===== src/rtl/exec_sequencer_pkg.sv =====
// rtl/exec_sequencer_pkg.sv - shared state encoding and instruction field helpers for exec_sequencer
package exec_sequencer_pkg;

   typedef enum logic [2:0] {
      ST_RST    = 3'd0,
      ST_FETCH  = 3'd1,
      ST_DECODE = 3'd2,
      ST_EXEC1  = 3'd3,
      ST_EXT    = 3'd4
   } state_e;

   // Instruction class field: 2'b11 is executed by the ALU, anything else is external.
   localparam int           CODE_MSB = 15;
   localparam int           CODE_LSB = 14;
   localparam logic [1:0]   CODE_ARM = 2'b11;

   function automatic logic [1:0] instr_code(input logic [15:0] word);
      return word[CODE_MSB:CODE_LSB];
   endfunction

   function automatic logic is_arm(input logic [15:0] word);
      return instr_code(word) == CODE_ARM;
   endfunction

endpackage


===== src/rtl/exec_sequencer_flags.sv =====
// rtl/exec_sequencer_flags.sv - CARRY and SKIP flip-flops with enables and squash clear
module seq_flags (
   input  logic clk_i,
   input  logic rst_ni,
   input  logic exec1_i,
   input  logic squash_i,
   input  logic carry_i,
   input  logic carry_en_i,
   input  logic skip_i,
   input  logic skip_en_i,
   output logic carry_o,
   output logic skip_o
);

   logic carry_q, carry_d;
   logic skip_q, skip_d;

   // Flags only move on the EXEC1 edge (ALU enables) or when a skipped word is squashed.
   always_comb begin
      carry_d = carry_q;
      skip_d  = skip_q;
      if (exec1_i && carry_en_i) begin
         carry_d = carry_i;
      end
      if (squash_i) begin
         skip_d = 1'b0;
      end else if (exec1_i && skip_en_i) begin
         skip_d = skip_i;
      end
   end

   // Flag storage, cleared by reset so an aborted instruction leaves no trace.
   always_ff @(posedge clk_i or negedge rst_ni) begin
      if (!rst_ni) begin
         carry_q <= 1'b0;
         skip_q  <= 1'b0;
      end else begin
         carry_q <= carry_d;
         skip_q  <= skip_d;
      end
   end

   assign carry_o = carry_q;
   assign skip_o  = skip_q;

endmodule


===== src/rtl/exec_sequencer.sv =====
// rtl/exec_sequencer.sv - fetch/execute controller ahead of the ALU; optional SEQ_SINGLE_STEP_EN gates fetches on step edges
module exec_sequencer
   import exec_sequencer_pkg::*;
#(
   parameter int                    PC_WIDTH = 16,
   parameter logic [PC_WIDTH-1:0]   RESET_PC = '0
) (
   input  logic                clk,
   input  logic                resetn,
   output logic                imem_req,
   output logic [PC_WIDTH-1:0] imem_addr,
   input  logic                imem_ack,
   input  logic [15:0]         imem_rdata,
   output logic [15:0]         instr,
   output logic                exec1,
   output logic                carrystatus,
   output logic                skipstatus,
   input  logic                carryin,
   input  logic                carryen,
   input  logic                skipin,
   input  logic                skipen,
   output logic                ext_start,
   input  logic                ext_done,
   input  logic                ext_pc_load,
   input  logic [PC_WIDTH-1:0] ext_pc,
   input  logic                step
);

   localparam logic [PC_WIDTH-1:0] PC_ONE = {{(PC_WIDTH-1){1'b0}}, 1'b1};

`ifdef SEQ_SINGLE_STEP_EN
   // Entering FETCH waits for a captured step edge before requesting.
   localparam logic REQ_ON_ENTRY = 1'b0;
   logic step_q;
   logic step_pend_q;
`else
   localparam logic REQ_ON_ENTRY = 1'b1;
   logic unused_step;
   assign unused_step = step;
`endif

   state_e              state_q;
   logic [PC_WIDTH-1:0] pc_q;
   logic [15:0]         instr_q;
   logic                imem_req_q;
   logic                exec1_q;
   logic                ext_start_q;
   logic                squash;

   // A DECODE cycle with SKIP set throws the fetched word away and clears SKIP.
   assign squash = (state_q == ST_DECODE) && skipstatus;

   seq_flags u_flags (
      .clk_i      (clk),
      .rst_ni     (resetn),
      .exec1_i    (exec1_q),
      .squash_i   (squash),
      .carry_i    (carryin),
      .carry_en_i (carryen),
      .skip_i     (skipin),
      .skip_en_i  (skipen),
      .carry_o    (carrystatus),
      .skip_o     (skipstatus)
   );

   // Sequencer FSM; exec1 and ext_start are registered so they are glitch-free one-cycle pulses.
   always_ff @(posedge clk or negedge resetn) begin
      if (!resetn) begin
         state_q     <= ST_RST;
         pc_q        <= RESET_PC;
         instr_q     <= 16'h0000;
         imem_req_q  <= 1'b0;
         exec1_q     <= 1'b0;
         ext_start_q <= 1'b0;
`ifdef SEQ_SINGLE_STEP_EN
         step_q      <= 1'b0;
         step_pend_q <= 1'b0;
`endif
      end else begin
         exec1_q     <= 1'b0;
         ext_start_q <= 1'b0;
         case (state_q)
            ST_RST: begin
               state_q    <= ST_FETCH;
               imem_req_q <= REQ_ON_ENTRY;
            end
            ST_FETCH: begin
               if (imem_req_q && imem_ack) begin
                  instr_q    <= imem_rdata;
                  pc_q       <= pc_q + PC_ONE;
                  imem_req_q <= 1'b0;
                  state_q    <= ST_DECODE;
                  // SKIP cannot change during FETCH, so the hand-off pulse can be
                  // decided here and land exactly on the DECODE cycle.
                  ext_start_q <= !skipstatus && !is_arm(imem_rdata);
               end
`ifdef SEQ_SINGLE_STEP_EN
               else if (!imem_req_q && step_pend_q) begin
                  imem_req_q  <= 1'b1;
                  step_pend_q <= 1'b0;
               end
`endif
            end
            ST_DECODE: begin
               if (skipstatus) begin
                  state_q    <= ST_FETCH;
                  imem_req_q <= REQ_ON_ENTRY;
               end else if (is_arm(instr_q)) begin
                  state_q <= ST_EXEC1;
                  exec1_q <= 1'b1;
               end else begin
                  state_q <= ST_EXT;
               end
            end
            ST_EXEC1: begin
               state_q    <= ST_FETCH;
               imem_req_q <= REQ_ON_ENTRY;
            end
            ST_EXT: begin
               if (ext_done) begin
                  if (ext_pc_load) begin
                     pc_q <= ext_pc;
                  end
                  state_q    <= ST_FETCH;
                  imem_req_q <= REQ_ON_ENTRY;
               end
            end
            default: begin
               state_q    <= ST_RST;
               imem_req_q <= 1'b0;
            end
         endcase
`ifdef SEQ_SINGLE_STEP_EN
         // Placed after the FSM so an edge arriving as a request issues is not lost.
         step_q <= step;
         if (step && !step_q) begin
            step_pend_q <= 1'b1;
         end
`endif
      end
   end

   assign imem_req  = imem_req_q;
   assign imem_addr = pc_q;
   assign instr     = instr_q;
   assign exec1     = exec1_q;
   assign ext_start = ext_start_q;

endmodule


===== config.mk =====
export PLATFORM = sky130hd
export DESIGN_NAME = exec_sequencer
export DESIGN_NICKNAME = d
export VERILOG_FILES = /design/src/rtl/exec_sequencer_pkg.sv /design/src/rtl/exec_sequencer_flags.sv /design/src/rtl/exec_sequencer.sv
export SDC_FILE = /design/constraint.sdc
export NUM_CORES = 1
export LEC_CHECK = 0
export ABC_AREA = 1
export CAP_MARGIN = 20
export CORE_AREA = 2 2 70 72
export CTS_BUF_LIST = sky130_fd_sc_hd__clkbuf_4
export DETAILED_ROUTE_END_ITERATION = 7
export DIE_AREA = 0 0 72 74
export PLACE_DENSITY = 0.83
export SYNTH_ARGS = -nofsm -noshare
export SYNTH_HDL_FRONTEND = slang
export SYNTH_SLANG_ARGS = --single-unit
export TNS_END_PERCENT = 1

===== constraint.sdc =====
create_clock -name clk -period 3.8 [get_ports clk]
set_input_delay 0.57 -clock clk [delete_from_list [all_inputs] [get_ports clk]]
set_output_delay 0.57 -clock clk [all_outputs]
set_load 0.02 [all_outputs]

Figure 1. Metal 3.
Bar = 20 um.
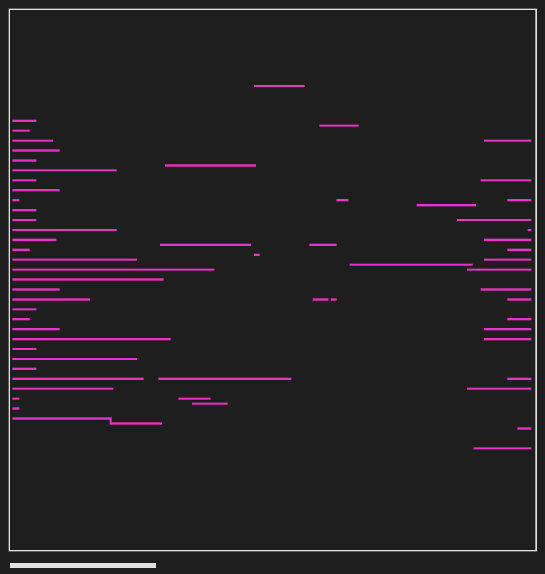
longest straight run = 27.4 um
wire length on this layer = 452 um
Global Route met3 Usage: 7.453%
vias: 2144
final wirelength: 5.004 mm

Figure 2. The clock network.
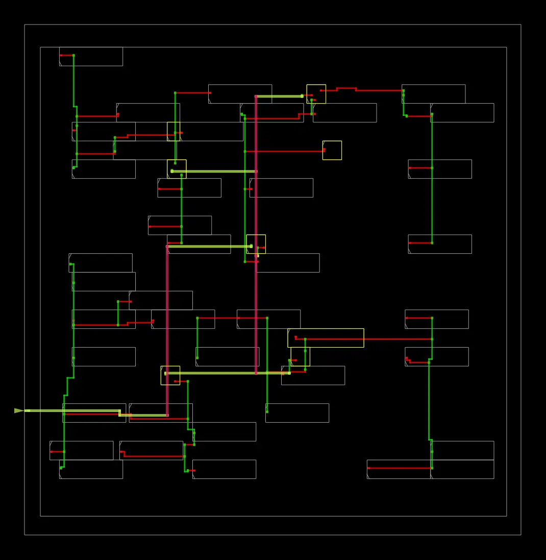
Flops: 40
# clock sinks: 40
Clock Power: 283 uW
total CTS buffers: 5
layout clock buffer count: 5

Figure 3. Wiring heat map.
Bar = 20 um. 14 x 15 tiles, from dark blue (low) to red (high), scaled to the fullest tile. Values are wire area over tile area, all layers added.
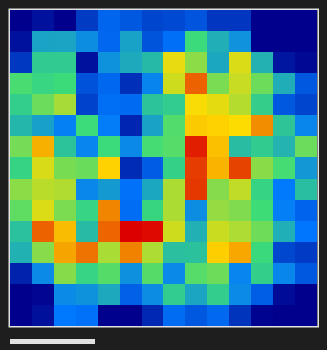
mean over tiles = 0.16
fullest tile = 0.39
nearly empty tiles = 8.6%
tiles over half the peak = 34%
wire per inst: 11.30 um
Tot GR Track Use: 19.77%

==> flow_summary_export.csv <==
group,metric,value,unit
status,outcome,"complete, no violations",
synthesis,synth_seq_share,45.53,%
synthesis,fp_nets,354,
synthesis,ys_cells,311,
synthesis,adder_share,0.5692,%
critical_path,crit_type,"flip-flop to output pin",
timing,tightestPinTransition,946.6,ps
global_routing,grt-busiest-layer,"met2",
global_routing,grt_pass1_wl,8.293,mm
placed_design,gp_congestion,0.8704,
timing,max_slew_margin,36.72,%
timing,fin_tns_setup,0,ps
synthesis,largest_area_cell,"dfrtp_1",
cells_and_area,syn_to_final_growth,39.67,%
critical_path,arrival,1460,ps
placed_design,dp_slack,1450,ps
clock_network,post_cts_buffers,0,
clock_network,htree_levels,2,
synthesis,top_area_share,45.53,%
cells_and_area,layout-drive-gt1-share,5.656,%
synthesis,yosys-dominant-comb-family,"simple AND/OR/NAND/NOR gates",
synthesis,ys_types,27,
clock_network,root_buffer,"clkbuf_4",
routing,drt_iter0_drc,113,
global_routing,met2_usage,34.26,%
global_routing,grt_overflow,0,
critical_path,slowest_delay,640,ps
synthesis,ys.flops,40,
die,die_area,5328,um2
synthesis,simple_gate_area_share,33.69,%
clock_network,clkLatencyLatePin,350,ps
cells_and_area,final_cell_mix,"101 x nand2_1, 76 x clkdlybuf4s50_1, 46 x inv_1",
synthesis,ys_sh_xor,1.195,%
clock_network,cts_hold_buffers,0,
timing,timing.hold.ws,321.2,ps
synthesis,postSynthCellCount,311,
cells_and_area,mostFrequentLayoutCell,"nand2_1",
critical_path,crit_buf_inv,1,
synthesis,yosys.area_share.aoi,8.936,%
hold_path,hp-class,"primary input to asynchronous set/reset pin",
global_routing,grt_use_met1,22.35,%
timing,fin_crit,2029,ps
job,drv_cap,0,
routing,detail-route-antenna-nets,0,
die,row_count,25,
routing,dr.pass1.iters,4,
power_and_ir_drop,leakagePower,1.564,nW
critical_path,end_kind,"output pin",
synthesis,avgSynthCellArea,7.069,um2
global_routing,grt_max_degree,41,
critical_path,cp_max_fo,7,
die,dieHeight,74,um
synthesis,yosysWarnings,0,
clock_network,path_clk_slew,120,ps
synthesis,top_cells_by_count,"101 x nand2_1, 46 x inv_1, 40 x dfrtp_1",
timing,final_max_slew_viol_count,0,
cells_and_area,diodes,0,
clock_network,clockBufferDepth,2,
die,initCoreUtil,47.81,%
timing,rsz0062_at_grt,"false",
cells_and_area,num-nets-final,431,
synthesis,netlist_area,2198,um2
global_routing,antenna_found_initial,0,
-- metal layers --
layer / part of all wire (%) / up-vias
met5: 0 / -
met4: 1.4 / 0
met3: 9.0 / 8
met2: 48 / 70
met1: 41 / 953
li1: - / 1113
-- report_power, final --
group / leakage [nW] / switching (mW) / total, mW / internal, mW
combinational: 1.01 / 0.617 / 1.09 / 0.476
sequential: 0.511 / 0.150 / 0.740 / 0.590
clock: 0.0412 / 0.146 / 0.283 / 0.137
-- cells by family after synthesis --
| kind of cell | Yosys count |
|---|---|
| and+or+nand+nor | 174 |
| xor gates and xnor gates | 3 |
| adders and majority gates | 1 |
| DFF | 40 |
| buffers and inverters | 55 |
| AOI/OAI and AO/OA | 38 |
-- cell type report --
type                    instances  area, um2
clock buffers                   5      37.54
clock inverters                 3      42.54
fillers                       414       1528
inverters                      48      180.2
multi-input cells             216      975.9
flip-flops and latches         40       1001
well taps                      54      67.56
repair buffers                 77      765.7
-- worst paths after layout --
| kind | from | end | slack [ps] | cells after the start |
|---|---|---|---|---|
| setup / recovery | imem_addr[11] | imem_addr[11] | 1770 | 1 |
| hold / removal | resetn | imem_addr[3] | 320 | 1 |
| setup reg to reg | state_q[1] | ext_start | 1790 | 7 |
| max in group asynchronous | resetn | instr[12] | 2910 | 1 |
| min in group clk | instr[10] | instr[10] | 500 | 2 |
| hold reg to reg | instr[10] | instr[10] | 500 | 2 |
-- stage by stage --
step	instances	instance area, um2
2_1_floorplan	311	2198
3_3_place_gp	435	2990
3_5_place_dp	435	2990
4_1_cts	443	3070
5_1_grt	443	3070
6_report	443	3070
-- flip-flops by register name, indices dropped and copies added, names as in the netlist --
register         count
exec1                1
ext_start            1
imem_addr           16
imem_req             1
instr               16
state_q              3
u_flags.carry_o      1
u_flags.skip_o       1
Power is estimated from default activity; no workload was simulated.
